Fig. 1: run 1, cell density map
The die is cut into 10 by 10 equal tiles; white is low, dark blue is high, 0 to 100% covered.
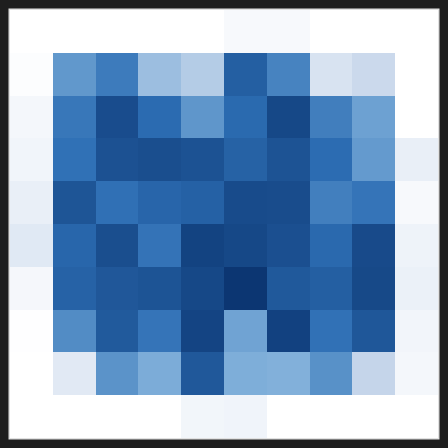
Fig. 2: run 1, the metal 1 layer
Supply wires on this layer in grey.
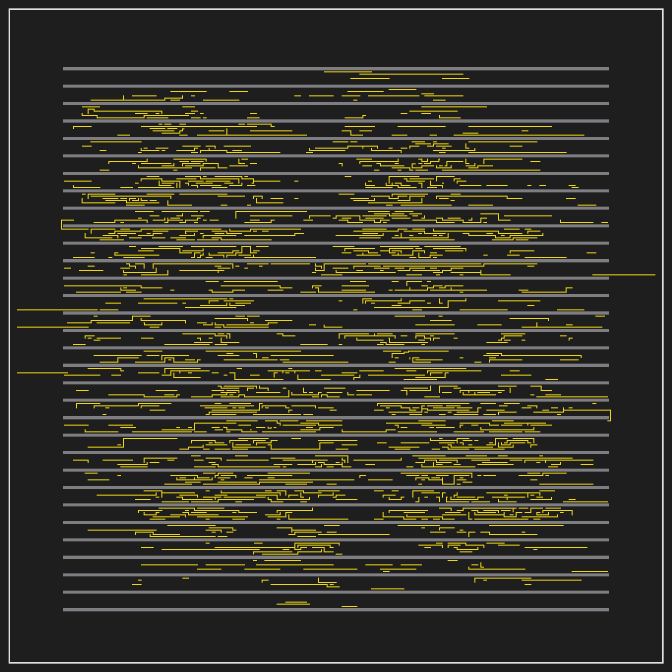
Fig. 3: run 1, cell classes on the final placement
Bar = 20 um. Fill, decap, tap and diode cells in grey.
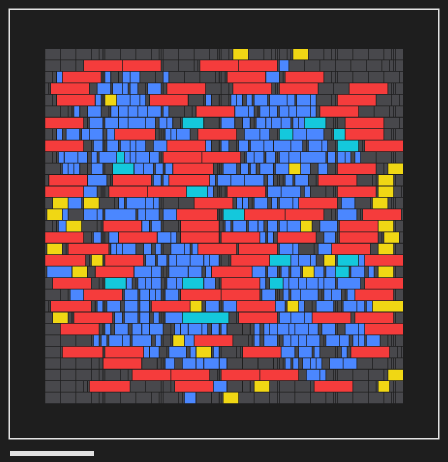
<file path="src/rtl/antirrebote_canal.sv">
// Single button channel: two-flop synchroniser, polarity normalisation,
// debounce counter and registered press/release/toggle outputs.
module antirrebote_canal #(
  parameter int   DEBOUNCE_CYCLES = 120000,
  parameter logic ACTIVE_LOW      = 1'b1
) (
  input  logic clk,
  input  logic rstn,
  input  logic boton,
  output logic pulsado,
  output logic flanco_on,
  output logic flanco_off,
  output logic conmuta
);

  localparam int            CW       = $clog2(DEBOUNCE_CYCLES + 1);
  localparam logic [CW-1:0] CNT_LAST = CW'(DEBOUNCE_CYCLES - 1);
  localparam logic [CW-1:0] CNT_ONE  = CW'(1);

  logic          s1_r;
  logic          s2_r;
  logic [CW-1:0] cnt_r;
  logic          pulsado_r;
  logic          on_r;
  logic          off_r;
  logic          conmuta_r;

  logic          n_s;
  logic [CW-1:0] cnt_next_s;
  logic          pulsado_next_s;
  logic          on_next_s;
  logic          off_next_s;
  logic          conmuta_next_s;

  // Debounce decision: any matching sample restarts the count.
  always_comb begin
    n_s            = s2_r ^ ACTIVE_LOW;
    cnt_next_s     = '0;
    pulsado_next_s = pulsado_r;
    on_next_s      = 1'b0;
    off_next_s     = 1'b0;
    conmuta_next_s = conmuta_r;
    if (n_s == pulsado_r) begin
      cnt_next_s = '0;
    end else if (cnt_r == CNT_LAST) begin
      cnt_next_s     = '0;
      pulsado_next_s = n_s;
      on_next_s      = n_s;
      off_next_s     = ~n_s;
      conmuta_next_s = conmuta_r ^ n_s;
    end else begin
      cnt_next_s = cnt_r + CNT_ONE;
    end
  end

  // Synchroniser loads the released level so a held button never pulses at reset release.
  always_ff @(posedge clk or negedge rstn) begin
    if (!rstn) begin
      s1_r      <= ACTIVE_LOW;
      s2_r      <= ACTIVE_LOW;
      cnt_r     <= '0;
      pulsado_r <= 1'b0;
      on_r      <= 1'b0;
      off_r     <= 1'b0;
      conmuta_r <= 1'b0;
    end else begin
      s1_r      <= boton;
      s2_r      <= s1_r;
      cnt_r     <= cnt_next_s;
      pulsado_r <= pulsado_next_s;
      on_r      <= on_next_s;
      off_r     <= off_next_s;
      conmuta_r <= conmuta_next_s;
    end
  end

  assign pulsado    = pulsado_r;
  assign flanco_on  = on_r;
  assign flanco_off = off_r;
  assign conmuta    = conmuta_r;

endmodule

</file>
<file path="src/rtl/botones_antirrebote.sv">
// Push-button conditioner: N independent debounced channels with
// normalised polarity, press/release pulses and a per-channel toggle.
module botones_antirrebote #(
  parameter int           N               = 4,
  parameter int           DEBOUNCE_CYCLES = 120000,
  parameter logic [N-1:0] ACTIVE_LOW_MASK = 4'b0111
) (
  input  logic         clk,
  input  logic         rstn,
  input  logic [N-1:0] boton,
  output logic [N-1:0] pulsado,
  output logic [N-1:0] flanco_on,
  output logic [N-1:0] flanco_off,
  output logic [N-1:0] conmuta
);

  for (genvar i = 0; i < N; i++) begin : g_canal
    antirrebote_canal #(
      .DEBOUNCE_CYCLES (DEBOUNCE_CYCLES),
      .ACTIVE_LOW      (ACTIVE_LOW_MASK[i])
    ) u_canal (
      .clk        (clk),
      .rstn       (rstn),
      .boton      (boton[i]),
      .pulsado    (pulsado[i]),
      .flanco_on  (flanco_on[i]),
      .flanco_off (flanco_off[i]),
      .conmuta    (conmuta[i])
    );
  end

endmodule

</file>
<file path="config.mk">
export PLATFORM = sky130hd
export DESIGN_NAME = botones_antirrebote
export DESIGN_NICKNAME = d
export VERILOG_FILES = /design/src/rtl/antirrebote_canal.sv /design/src/rtl/botones_antirrebote.sv
export SDC_FILE = /design/constraint.sdc
export NUM_CORES = 1
export LEC_CHECK = 0
export CAP_MARGIN = 20
export CORE_MARGIN = 8
export CORE_UTILIZATION = 60
export CTS_CLUSTER_SIZE = 8
export DETAILED_ROUTE_END_ITERATION = 8
export PLACE_DENSITY = 0.88
export SETUP_SLACK_MARGIN = 0.2
export SYNTH_ARGS = -nofsm -noshare
export SYNTH_HDL_FRONTEND = slang
export SYNTH_HIERARCHICAL = 1
export SYNTH_SLANG_ARGS = --single-unit
</file>
<file path="constraint.sdc">
create_clock -name clk -period 2.15 [get_ports clk]
set_input_delay 0.3225 -clock clk [delete_from_list [all_inputs] [get_ports clk]]
set_output_delay 0.3225 -clock clk [all_outputs]
set_load 0.01 [all_outputs]
</file>
==> results.sh, run 1 <==
# yosys + openroad results
export IMPL_fin_util=0.695
export IMPL_pin_count=22
export IMPL_path_cells="or4_1, or4_4, nand2_4, nor2_1"
export IMPL_ys_area_um2=4400
export IMPL_clock_latency_ps=360
export IMPL_antenna_left=0
export IMPL_min_from="g_canal[0].u_canal/s1_r"
export IMPL_ys_warn_count=6
export IMPL_fp_utilization=0.613
export IMPL_synthCells=422
export IMPL_finalWirelength_um=9080
export IMPL_routabilityCongestion=0.904
export IMPL_synth_async_reset_ratio=1.00
export IMPL_n_antenna_cell=0
export IMPL_wl_per_cell_um=16.3
export IMPL_min_period_over_period=0.872
export IMPL_core_area_um2=7180
export IMPL_first_pass_iters=5
export IMPL_cp_end_kind="register"
export IMPL_cap_violations=0
export IMPL_setup_slack_ps=275
export IMPL_flops=92
export IMPL_cts_tree="built"
export IMPL_seq_share=0.464
export IMPL_clock_sinks=92
export IMPL_cts_root_buffer="clkbuf_8"
export IMPL_nWellTaps=99
export IMPL_synth_cell_types=34
export IMPL_start_kind="register"
export IMPL_status="finished clean"
export IMPL_die_x_um=102
export IMPL_fillers=528
export IMPL_cp_startpoint="g_canal[2].u_canal/cnt_r[6]"
export IMPL_layout_nets=463
export IMPL_hp_class="reg2reg"
export IMPL_yosysTopAreaCell="dfrtp_1"
export IMPL_vias=3317
export IMPL_synthMuxAreaShare=0.00256
export IMPL_numSynthFlops=92
export IMPL_ys_seq_share=0.525
export IMPL_hold_slack_ps=359
export IMPL_syn_nets=432
export IMPL_grt_pass1_wl_um=15600
export IMPL_warning_count=27
export IMPL_ys_sh_simple=0.296
export IMPL_reg2reg_to="g_canal[2].u_canal/cnt_r[11]"
export IMPL_comb_cells=310
export IMPL_syn2layout_area_growth_pct=13.4
export IMPL_clkbuf_count=10
export IMPL_fin_tns_setup_ps=0
export IMPL_clock_area_frac=0.0414
export IMPL_clk_pin_slew_ps=90
export IMPL_final_setup_viol_count=0
export IMPL_drcViolationCount=0
export IMPL_regArea_um2=2320
export IMPL_hold_depth=0
export IMPL_port_buffers=21
export IMPL_tightest_slew_ps=515
export IMPL_min_period_ps=1880
export IMPL_fp_dieH_um=102
About Fig. 1:
- densest ninth of the die: centre
- mean over tiles: 47%
- emptiest ninth of the die: north-east
- nearly empty tiles: 21%
- tiles over 75% full: 36%
- fullest tile: 98%

About Fig. 2:
- wire length on this layer: 3,900 um
- main direction: horizontal
- longest straight run: 23.9 um
- share of all routed wire: 43%
- nets with wire on the layer: 431

About Fig. 3:
- flops: red (cells 92; share of their area 48%)
- other buffers and delay cells: yellow (cells 32; share of their area 6.3%)
- clock drivers and dummy loads: cyan (cells 16; share of their area 4.2%)
- combinational and other logic: blue (cells 318; share of their area 42%)

-- run 1: synth_stat cells (3+ instances only) --
library cell and n:
dfrtp_1 86, nor2_1 69, xnor2_1 41, nand4_1 28
nand2_1 24, xor2_1 22, nand3_1 19, nor3_1 19
nor4_1 16, nand4b_1 10, and3_1 8, inv_1 8
or4_4 7, dfstp_2 6, nor3b_1 6, o21ai_0 6
and4_1 5, a21oi_1 4, buf_2 4, clkbuf_2 4
ha_1 4, or4_1 4, buf_6 3, nand2_4 3
nand4_2 3, nor3_2 3, or3_1 3
-- run 1: flip-flops by register name, indices dropped and copies added (netlist names) --
name	count
g_canal.u_canal/pulsado	4
g_canal.u_canal/n_s	1
g_canal.u_canal/cnt_r	68
g_canal.u_canal/s2_r	3
g_canal.u_canal/s1_r	4
g_canal.u_canal/flanco_off	4
g_canal.u_canal/conmuta	4
g_canal.u_canal/flanco_on	4
-- run 1: cells by family (layout without fill, tap and decap cells) --
family,after synthesis,in the layout
buffers and inverters,20,56
adder cells (fa/ha/maj),4,4
XOR/XNOR,63,63
AND/OR/NAND/NOR,230,230
flip-flops,92,92
multiplexers,1,1
AND-OR/OR-AND,12,12
-- run 1: power breakdown --
part           switching, mW  leakage, nW  internal (mW)
Clock                  0.608        0.103          0.577
Sequential            0.0358         1.24           1.76
Combinational         0.0772        0.660         0.0409
Total                  0.721         2.00           2.38
-- run 1: metal layers --
metal  GRT usage  routed length, um
met5           0                  0
met4      0.0676                171
met3      0.0495                507
met2       0.312               4490
met1       0.237               3900
-- run 1: what timing repair did --
action / 4_1_cts / 5_1_grt
pin swaps: 2 / 1
endpoints found under the setup margin: 18 / 20
hold buffers: 1 / 0
resized: 4 / 7
buffers inserted: 2 / 1
endpoints found under the hold margin: 38 / 0
==> inputs of run 2 (changes only) <==
--- a/config.mk
+++ b/config.mk
@@ -12,7 +12,9 @@
 export DETAILED_ROUTE_END_ITERATION = 8
 export PLACE_DENSITY = 0.88
 export SETUP_SLACK_MARGIN = 0.2
+export SLEW_MARGIN = 20
 export SYNTH_ARGS = -nofsm -noshare
 export SYNTH_HDL_FRONTEND = slang
 export SYNTH_HIERARCHICAL = 1
 export SYNTH_SLANG_ARGS = --single-unit
+export TNS_END_PERCENT = 30
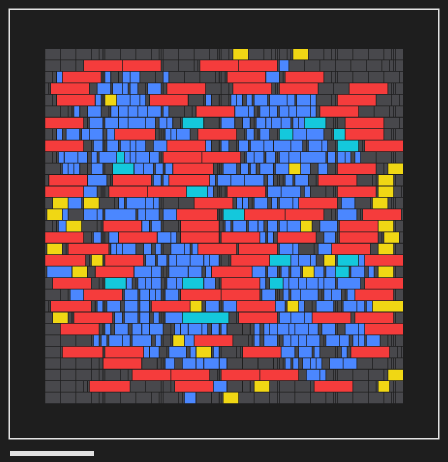
Fig. 4. Cell classes on the final placement (run 2).
Bar = 20 um. Fill, decap, tap and diode cells in grey.
- clock drivers and dummy loads: cyan (cells 16; share of their area 4.2%)
- combinational and other logic: blue (cells 318; share of their area 42%)
- flops: red (cells 92; share of their area 48%)
- other buffers and delay cells: yellow (cells 32; share of their area 6.3%)

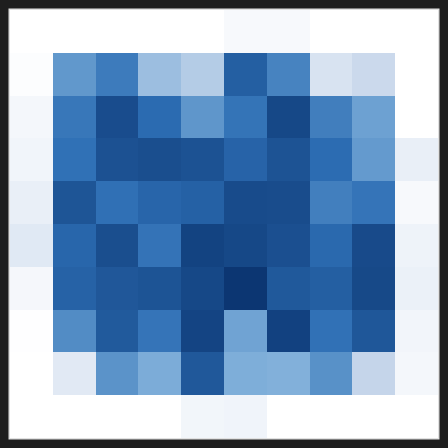
Fig. 5. Cell density map (run 2).
The die is cut into 10 by 10 equal tiles; white is low, dark blue is high, 0 to 100% covered.
- tiles over 75% full: 35%
- emptiest ninth of the die: north-east
- densest ninth of the die: centre
- fullest tile: 98%

==> run 2 against run 1 <==
Against the previous run:
- critical path depth unchanged
- first-iteration DRC count is 6.1% higher
- wire length rose by 0.12%
- combinational power about the same
- clock skew about the same
- die area unchanged
- worst hold slack lost 2.3 ps
- maximum frequency decreased by 1.6%
- non-clock buffer count unchanged
- design area is 0.10% lower
==> results.sh, run 2 <==
# yosys + openroad results
export IMPL_tightest_slew_ps=517
export IMPL_antenna_found_initial=0
export IMPL_first_pass_iters=5
export IMPL_min_from="boton[0]"
export IMPL_n_antenna_cell=0
export IMPL_ys_warn_count=6
export IMPL_clock_sinks=92
export IMPL_power_density_nw_per_um2=622
export IMPL_fp_dieH_um=102
export IMPL_final_setup_viol_count=0
export IMPL_grt_pass1_wl_um=15600
export IMPL_clock_latency_ps=360
export IMPL_top_register="g_canal.u_canal/cnt_r"
export IMPL_min_period_over_period=0.886
export IMPL_status="finished clean"
export IMPL_routabilityCongestion=0.904
export IMPL_synthCells=422
export IMPL_cts_root_buffer="clkbuf_8"
export IMPL_layout_nets=463
export IMPL_hp_class="in2reg"
export IMPL_pin_count=22
export IMPL_syn2layout_area_growth_pct=13.3
export IMPL_numSynthFlops=92
export IMPL_syn_nets=432
export IMPL_max_freq_mhz=525
export IMPL_cts_tree="built"
export IMPL_clk_pin_slew_ps=90
export IMPL_ys_top_cells_by_count="dfrtp_1, nor2_1, xnor2_1, nand4_1, nand2_1"
export IMPL_drcViolationCount=0
export IMPL_finalWirelength_um=9090
export IMPL_largest_register_ffs=68
export IMPL_ys_seq_share=0.525
export IMPL_synth_async_reset_ratio=1.00
export IMPL_top_usage_layer="met2"
export IMPL_ys_area_um2=4400
export IMPL_core_area_um2=7180
export IMPL_synth_cell_types=34
export IMPL_port_buffers=21
export IMPL_fillers=531
export IMPL_wl_per_cell_um=16.3
export IMPL_vias=3317
export IMPL_yosys_cell_count_top_type="dfrtp_1"
export IMPL_overflow=0
export IMPL_met1_usage=0.237
export IMPL_warning_count=27
export IMPL_fp_utilization=0.613
export IMPL_start_kind="register"
export IMPL_reg2reg_to="g_canal[1].u_canal/cnt_r[15]"
export IMPL_antenna_left=0
export IMPL_cap_violations=0
export IMPL_fin_util=0.695
export IMPL_fin_tns_setup_ps=0
export IMPL_min_period_ps=1900
export IMPL_hold_slack_ps=357
export IMPL_hold_depth=1
export IMPL_cp_end_kind="register"
export IMPL_setup_slack_ps=245
export IMPL_met2_usage=0.312
==> run 2: netlist changes by cell type in the layout (fill, tap and decap cells not counted) <==
| cell | delta |
|---|---|
| nand3_1 | +1 |
| nand3_2 | -1 |
==> run 2: layer usage <==
metal  wire (um)  part of all wire  vias to the layer above
met5           0                 0                        -
met4         170             0.019                        0
met3         557             0.061                       20
met2        4480              0.49                      119
met1        3870              0.43                     1621
li1            -                 -                     1557
==> run 2: critical path: stages (launching register included) <==
cell and delay (ps):
dfrtp_1 470, nand3_1 250, or4_4 610, or3_1 360
a21oi_1 140
==> run 2: layout make-up <==
cell class | instances | area (um2) | share of cell area
Clock inverter | 6 | 68.8 | 0.0138
Timing Repair Buffer | 32 | 305 | 0.0612
Inverter | 8 | 30.0 | 0.00602
Clock buffer | 10 | 138 | 0.0276
Multi-Input combinational cell | 310 | 2000 | 0.402
Tap cell | 99 | 124 | 0.0248
Sequential cell | 92 | 2320 | 0.465
==> run 2: logic make-up (layout without fill, tap and decap cells) <==
logic type / after synthesis / after routing / share of synthesized area
simple gates: 230 / 230 / 0.296
flops: 92 / 92 / 0.525
xor+xnor: 63 / 63 / 0.125
buf+inv: 20 / 56 / 0.0253
compound gates: 12 / 12 / 0.0148
fa+ha+maj: 4 / 4 / 0.0114
mux: 1 / 1 / 0.00256
==> run 2: power by group <==
group | leakage, nW | internal (mW) | total (mW) | switching (mW)
logic | 0.660 | 0.0409 | 0.118 | 0.0770
registers | 1.24 | 1.76 | 1.80 | 0.0356
clock network | 0.103 | 0.577 | 1.19 | 0.610
total | 2.00 | 2.38 | 3.10 | 0.723
==> run 2: what timing repair did <==
item	4_1_cts	5_1_grt
pin swaps	2	1
buffers inserted	2	1
hold endpoints to repair	38	0
resized	4	6
endpoints found under the setup margin	18	20
hold buffers	1	0
Power and IR drop assume default switching activity.
